## src/rtl/exception_unit.sv

```systemverilog
// exception_unit
// Multicycle exception sequencer placed after the main control FSM. On an
// invalid-opcode or overflow request it saves EPC/Cause, fetches the handler
// byte from a fixed vector address and pulses PCLoad with the handler PC.
// A return-from-exception request reloads the PC from the saved EPC.
// Every output is a register; nothing here is combinationally visible.

module exception_unit #(
  parameter logic [31:0] VEC_OPCODE = 32'd254,  // handler byte for invalid opcode
  parameter logic [31:0] VEC_OVF    = 32'd255,  // handler byte for overflow
  parameter int unsigned MEM_LAT    = 1         // read latency in cycles, 0..7
) (
  input  logic        clk,
  input  logic        Reset,
  input  logic        ExcReq,
  input  logic        ExcCause,
  input  logic        RfeReq,
  input  logic [31:0] PC,
  input  logic [31:0] MemDataIn,
  output logic [31:0] MemAddr,
  output logic        MemReq,
  output logic [31:0] EPC,
  output logic [31:0] Cause,
  output logic [31:0] PCOut,
  output logic        PCLoad,
  output logic        Busy
);

  typedef enum logic [1:0] {
    IDLE     = 2'd0,
    VEC_WAIT = 2'd1,
    DONE     = 2'd2
  } state_t;

  // Reload value for the wait counter; a 3-bit counter covers MEM_LAT 0..7.
  localparam logic [2:0] LAT_INIT = 3'(MEM_LAT);

  state_t      state;
  state_t      state_next;
  logic [2:0]  cnt;
  logic [2:0]  cnt_next;

  logic [31:0] mem_addr_next;
  logic        mem_req_next;
  logic [31:0] epc_next;
  logic [31:0] cause_next;
  logic [31:0] pc_out_next;
  logic        pc_load_next;
  logic        busy_next;

  // The handler vector is one byte wide; upper read-data bits are don't-care.
  logic data_unused;
  assign data_unused = ^MemDataIn[31:8];

  // State, counter and all output registers; reset clears everything.
  // NOTE: sequential state uses non-blocking assignments so every register
  // samples the pre-edge values, independent of statement order.
  always_ff @(posedge clk) begin
    if (Reset) begin
      state   <= IDLE;
      cnt     <= '0;
      MemAddr <= '0;
      MemReq  <= 1'b0;
      EPC     <= '0;
      Cause   <= '0;
      PCOut   <= '0;
      PCLoad  <= 1'b0;
      Busy    <= 1'b0;
    end else begin
      state   <= state_next;
      cnt     <= cnt_next;
      MemAddr <= mem_addr_next;
      MemReq  <= mem_req_next;
      EPC     <= epc_next;
      Cause   <= cause_next;
      PCOut   <= pc_out_next;
      PCLoad  <= pc_load_next;
      Busy    <= busy_next;
    end
  end

  // Next-state selection; an exception outranks a simultaneous return.
  // NOTE: every combinational output gets a default before the case so no
  // path leaves it unassigned, which would otherwise infer a latch.
  always_comb begin
    state_next = state;
    unique case (state)
      IDLE: begin
        if (ExcReq) begin
          state_next = VEC_WAIT;
        end else if (RfeReq) begin
          state_next = DONE;
        end
      end
      VEC_WAIT: begin
        if (cnt == 3'd0) begin
          state_next = DONE;
        end
      end
      DONE:    state_next = IDLE;
      default: state_next = IDLE;
    endcase
  end

  // Next values of the output registers; outputs hold unless a state acts.
  always_comb begin
    cnt_next      = cnt;
    mem_addr_next = MemAddr;
    mem_req_next  = MemReq;
    epc_next      = EPC;
    cause_next    = Cause;
    pc_out_next   = PCOut;
    pc_load_next  = PCLoad;
    busy_next     = Busy;
    unique case (state)
      IDLE: begin
        if (ExcReq) begin
          // PC was already advanced at fetch; EPC points at the faulting op.
          epc_next      = PC - 32'd4;
          cause_next    = {31'b0, ExcCause};
          mem_addr_next = ExcCause ? VEC_OVF : VEC_OPCODE;
          mem_req_next  = 1'b1;
          busy_next     = 1'b1;
          cnt_next      = LAT_INIT;
        end else if (RfeReq) begin
          pc_out_next  = EPC;
          pc_load_next = 1'b1;
          busy_next    = 1'b1;
        end
      end
      VEC_WAIT: begin
        if (cnt != 3'd0) begin
          cnt_next = cnt - 3'd1;
        end else begin
          pc_out_next   = {24'b0, MemDataIn[7:0]};
          pc_load_next  = 1'b1;
          mem_req_next  = 1'b0;
          mem_addr_next = '0;
        end
      end
      DONE: begin
        // Busy drops together with the single-cycle PCLoad pulse.
        pc_load_next = 1'b0;
        busy_next    = 1'b0;
      end
      default: begin
        pc_load_next = 1'b0;
        busy_next    = 1'b0;
      end
    endcase
  end

endmodule

```

## config.mk

```make
export PLATFORM = sky130hd
export DESIGN_NAME = exception_unit
export DESIGN_NICKNAME = d
export VERILOG_FILES = /design/src/rtl/exception_unit.sv
export SDC_FILE = /design/constraint.sdc
export NUM_CORES = 1
export LEC_CHECK = 0
export ABC_AREA = 0
export ABC_CLOCK_PERIOD_IN_PS = 4200
export CAP_MARGIN = 20
export CORE_ASPECT_RATIO = 1.4
export CORE_MARGIN = 4
export CORE_UTILIZATION = 44
export DETAILED_ROUTE_END_ITERATION = 6
export HOLD_SLACK_MARGIN = 0.03
export PLACE_DENSITY = 0.95
export SETUP_SLACK_MARGIN = 0.4
export SLEW_MARGIN = 10
export SYNTH_ARGS = -nofsm -noshare
export SYNTH_HDL_FRONTEND = slang
export SYNTH_SLANG_ARGS = --single-unit
export TNS_END_PERCENT = 10
```

## constraint.sdc

```tcl
create_clock -name clk -period 4.2 [get_ports clk]
set_input_delay 0.42 -clock clk [delete_from_list [all_inputs] [get_ports clk]]
set_output_delay 0.42 -clock clk [all_outputs]
set_load 0.02 [all_outputs]
```

**Ports around the boundary**

Pins as bars across the die edge, other pins in grey.
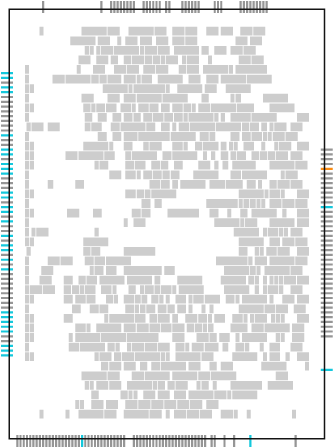
orange -> `RfeReq`  # pins 1, direction input, edge east
cyan -> `Cause`  # pins 32, direction output, edge 28 west, 2 east, 2 south
all pins by edge = 63 south, 60 west, 41 east, 36 north
die span in y: 122 um
horizontal extent of the die: 89.2 um
PortBufs: 120

**I/O nets highlighted**

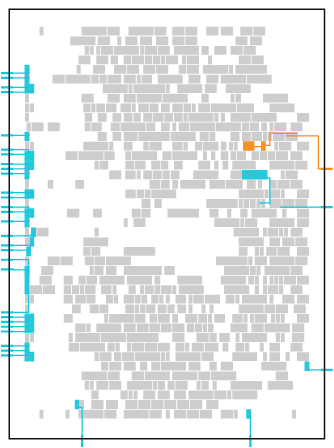
cyan -> `Cause`  # direction output, end cells 32, buffers 1, wire 216 um
orange -> `RfeReq`  # direction input, end cells 2, buffers 1, wire 39.0 um
Top Ports: 200

**Clock wires, drivers and flops**

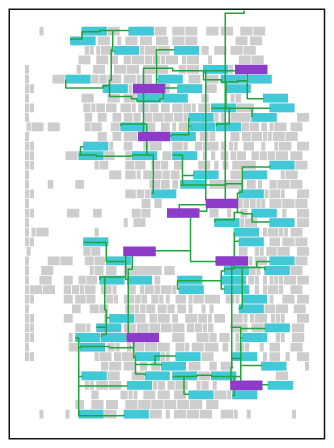
green -> clock wires  # length 884 um
cyan -> flip-flops  # count 74
purple -> clock drivers  # count 9
routed clock nets = 10
worst skew pair latency: 0.33 ns
Clock Power: 0.771 mW
clock tree skew after final layout: 0.00528 ns
Clock Power Share: 0.366

**Cell outlines without signal wires**

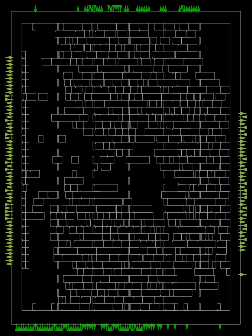
Filler cells: 745
Placement Rows: 41

**Signal wires by layer**

Bar = 20 um.
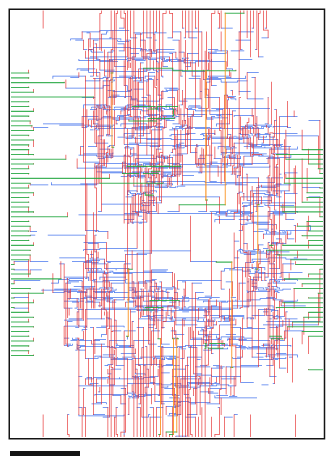
orange -> metal 4  # wire length 260 um
green -> metal 3  # wire length 828 um
red -> metal 2  # wire length 5300 um
blue -> metal 1  # wire length 3920 um
total wire length: 10300 um
via count: 3607

==> CHANGELOG.md <==
### Implementation results

- Area fraction in full adders, half adders and majority gates: 0.00925
- Number of buffers inserted during clock tree synthesis: 9
- Post-synth design cell area: about 4000 um2
- Core Util at FP: 0.449
- Worst R2R Setup Slack: 1.88 ns
- Max capacitance violation total: 0
- Crit Path Max Fanout: 13
- Family with the most delay on the worst path: simple AND/OR/NAND/NOR gates
- Post-CTS setup repair buffer count: 0
- Clock Path Buffers: 2
- Clock Root Buffer: sky130_fd_sc_hd__clkbuf_16
- CTS H-Tree Depth: 3
- Max-slew violations: 0
- Crit Path Category: in -> reg
- Mean instance size in the synthesized netlist: 8.56 um2
- Result of the run: finished, final reports clean
- Initial antenna violation count: 0
- Highest cell delay on the worst timing path: 0.66 ns
- Biggest regs: EPC (32), PCOut (32), cnt (3)
- Final cell count without fillers: 682
- Register bit total from synthesis: 74
- Accumulated negative setup slack: 0 ns
- Commonest cells after routing, fill and taps aside: 119 x sky130_fd_sc_hd__clkdlybuf4s50_1, 74 x sky130_fd_sc_hd__dfxtp_1, 71 x sky130_fd_sc_hd__nor2_1, 55 x sky130_fd_sc_hd__conb_1, 30 x sky130_fd_sc_hd__nand2_1
- Detailed-routing iteration count for the pre-antenna-repair pass: 5
- Finished layout cell area: ~5300 um2
- Internal power of the cells: 1.50 mW
- Multiplexer area fraction after synthesis: 0.0617
- Cell count after synthesis: roughly 470
- Total number of nets in the final design: 643
- Core outline area: roughly 9000 um2
- Clock sinks: 74
- GRT Util Overall: 0.191
- Post-Route Utilization: 0.588
- Setup repair after global routing missed its margin: no
- Compound-gate portion of the synthesized area: 0.130
- Worst-margin pin slew: 1.05 ns
- Switching share of total power: 0.290
- Pwr top: registers
- Worst relative slew slack: 0.301
- Number of instances in the placed design: 667
- Net switching power: 0.612 mW
- Register area share after synthesis: 0.365
- Fraction of layout instances using a drive strength above 1: 0.0539
- Finish-stage setup viols: 0
- Cell Pwr Density: roughly 400 nW/um2
- Cell area reported after detailed placement: 5000 um2
- Required @ worst endpoint: 4.43 ns
- Clock tree from TritonCTS: built
- First DRT Iteration DRCs: roughly 160
- Synth warn: 0
- Leakage component of the power: 1.95 nW
- Sum of net half-perimeters after detailed placement: 7840 um
- Wire length of the first global-routing pass: approximately 16000 um
- Slowest-stage cell, CP: sky130_fd_sc_hd__nor4_1
- Path class of the lowest-slack min-delay path: reg -> reg
- Largest vdd supply drop: 0.000253 V
- Post-layout period usage of the worst path: 0.627
- Synth area leaders: sky130_fd_sc_hd__dfxtp_1 37%, sky130_fd_sc_hd__buf_4 12%, sky130_fd_sc_hd__nor2_1 6.6%
- Flip-flops with a built-in enable: 0
- Data arrival time of the worst path: 2.87 ns
- FF-to-FF Start: state[0]
- Final weighted congestion of routability-driven global placement: 0.791
- Cell type with the largest total area after synthesis: sky130_fd_sc_hd__dfxtp_1
- Overflow after GRT: 0
- Final ANT Viol Nets: 0
- Final number of hold-violating endpoints: 0
- Area grow syn2layout: 30.8%
- Sequential share of power: 0.384
- Start point of the worst hold path: MemAddr[0]
- Most instantiated logic cell after routing: sky130_fd_sc_hd__clkdlybuf4s50_1
- Timing-limited maximum frequency: 380 MHz
- Maximum number of pins on one net before global-route repair: 44
- Routed length per instance: 15.1 um
- Top area contributor share: 0.365
- Clock transition time at the flip-flop clock pins of the worst setup and hold paths: 0.05 ns
- Worst Hold Path Cells: 2
- Die area: 10800 um2
- Number of logged tool warnings: roughly 51
- Logic pwr share: 0.250
- Yosys Chip Area: 4060 um2
- Total combinational power: 0.528 mW
- Count of cell instances traversed by the critical path: 5
- Cell count in the Yosys report: between 400 and 500
- Endpoint of the most critical register-to-register path: PCOut[5]
- Hold path endpoint: MemAddr[0]
- Xor and xnor area share after synthesis: 0.0173
- Cell-by-cell trace of the critical path: clkdlybuf4s50_1 > nor4_1 > nand2_1 > or4_1 > a311oi_1
- Total buffers and inverters traversed by the critical path: 1
- Distinct lib cells: 50
- Area share of and/or/nand/nor cells after synthesis: 0.252
- Via/cell ratio: 5.29
- Antenna diode count: 0
- Cts hold-fix bufs: 0
- Power, Total: 2.11 mW
- Final routed DRC violation total: 0
- Biggest combinational cell group after synthesis: simple AND/OR/NAND/NOR gates
- Main flop type after synthesis: sky130_fd_sc_hd__dfxtp_1
- Setup Slack @ Placement: between 1 and 1.5 ns
- Sequential power: 0.811 mW
- Worst setup SP type: input port
- Clock period minus final worst setup slack: 2.64 ns
- Worst-case setup margin in the final layout: 1.56 ns
- CP endpoint kind: flip-flop
- Number of global-route vias before repair: about 3400
- Register-to-Register Path Depth: 5
- Final hold slack: about 0.46 ns
- Async S/R FF share, synth: 0
- Post-CTS resize count: 0
[per-layer routing]
| layer | vias to the layer above | GRT usage | wire [um] |
|---|---|---|---|
| met4 | 0 | 0.0875 | 260 |
| met3 | 18 | 0.0447 | 827 |
| met5 | - | 0 | 0 |
| met2 | 165 | 0.329 | 5300 |
| li1 | 1764 | - | - |
| met1 | 1660 | 0.219 | 3920 |
[cells in the mapped netlist (all sizes together), types with 4 or more instances]
| master | count |
|---|---|
| nor4 | 5 |
| xnor2 | 4 |
| buf | 69 |
| a211oi | 13 |
| or4 | 21 |
| a311oi | 24 |
| o31ai | 12 |
| xor2 | 4 |
| or3 | 9 |
| nand3 | 6 |
| nor3 | 7 |
| inv | 6 |
| mux2i | 25 |
| nand2 | 30 |
| nor2 | 71 |
| a21oi | 8 |
| clkbuf | 24 |
| dfxtp | 74 |
| and2 | 25 |
[area by class of cell]
cell class,count,area (um2)
clock inverter,2,35.0
clock buffer,13,270
fill,745,3720
multi-input combinational,355,2130
tap,107,134
inverter,6,22.5
timing repair buffer,125,1230
sequential,74,1480
[worst reg2reg max path: stages (launching register included)]
cell                       delay [ns]
sky130_fd_sc_hd__dfxtp_1         0.38
sky130_fd_sc_hd__or3b_2          0.55
sky130_fd_sc_hd__a21oi_4         0.45
sky130_fd_sc_hd__buf_4           0.46
sky130_fd_sc_hd__nor2_1          0.10
sky130_fd_sc_hd__a311oi_1        0.28
[worst max path at each step]
stage | from | end
2_1_floorplan | PC[20] | EPC[26]
3_3_place_gp | PC[5] | EPC[27]
3_5_place_dp | PC[6] | EPC[27]
4_1_cts | PC[6] | EPC[21]
5_1_grt | PC[6] | EPC[21]
6_report | PC[6] | EPC[21]
Power is estimated from default activity; no workload was simulated.
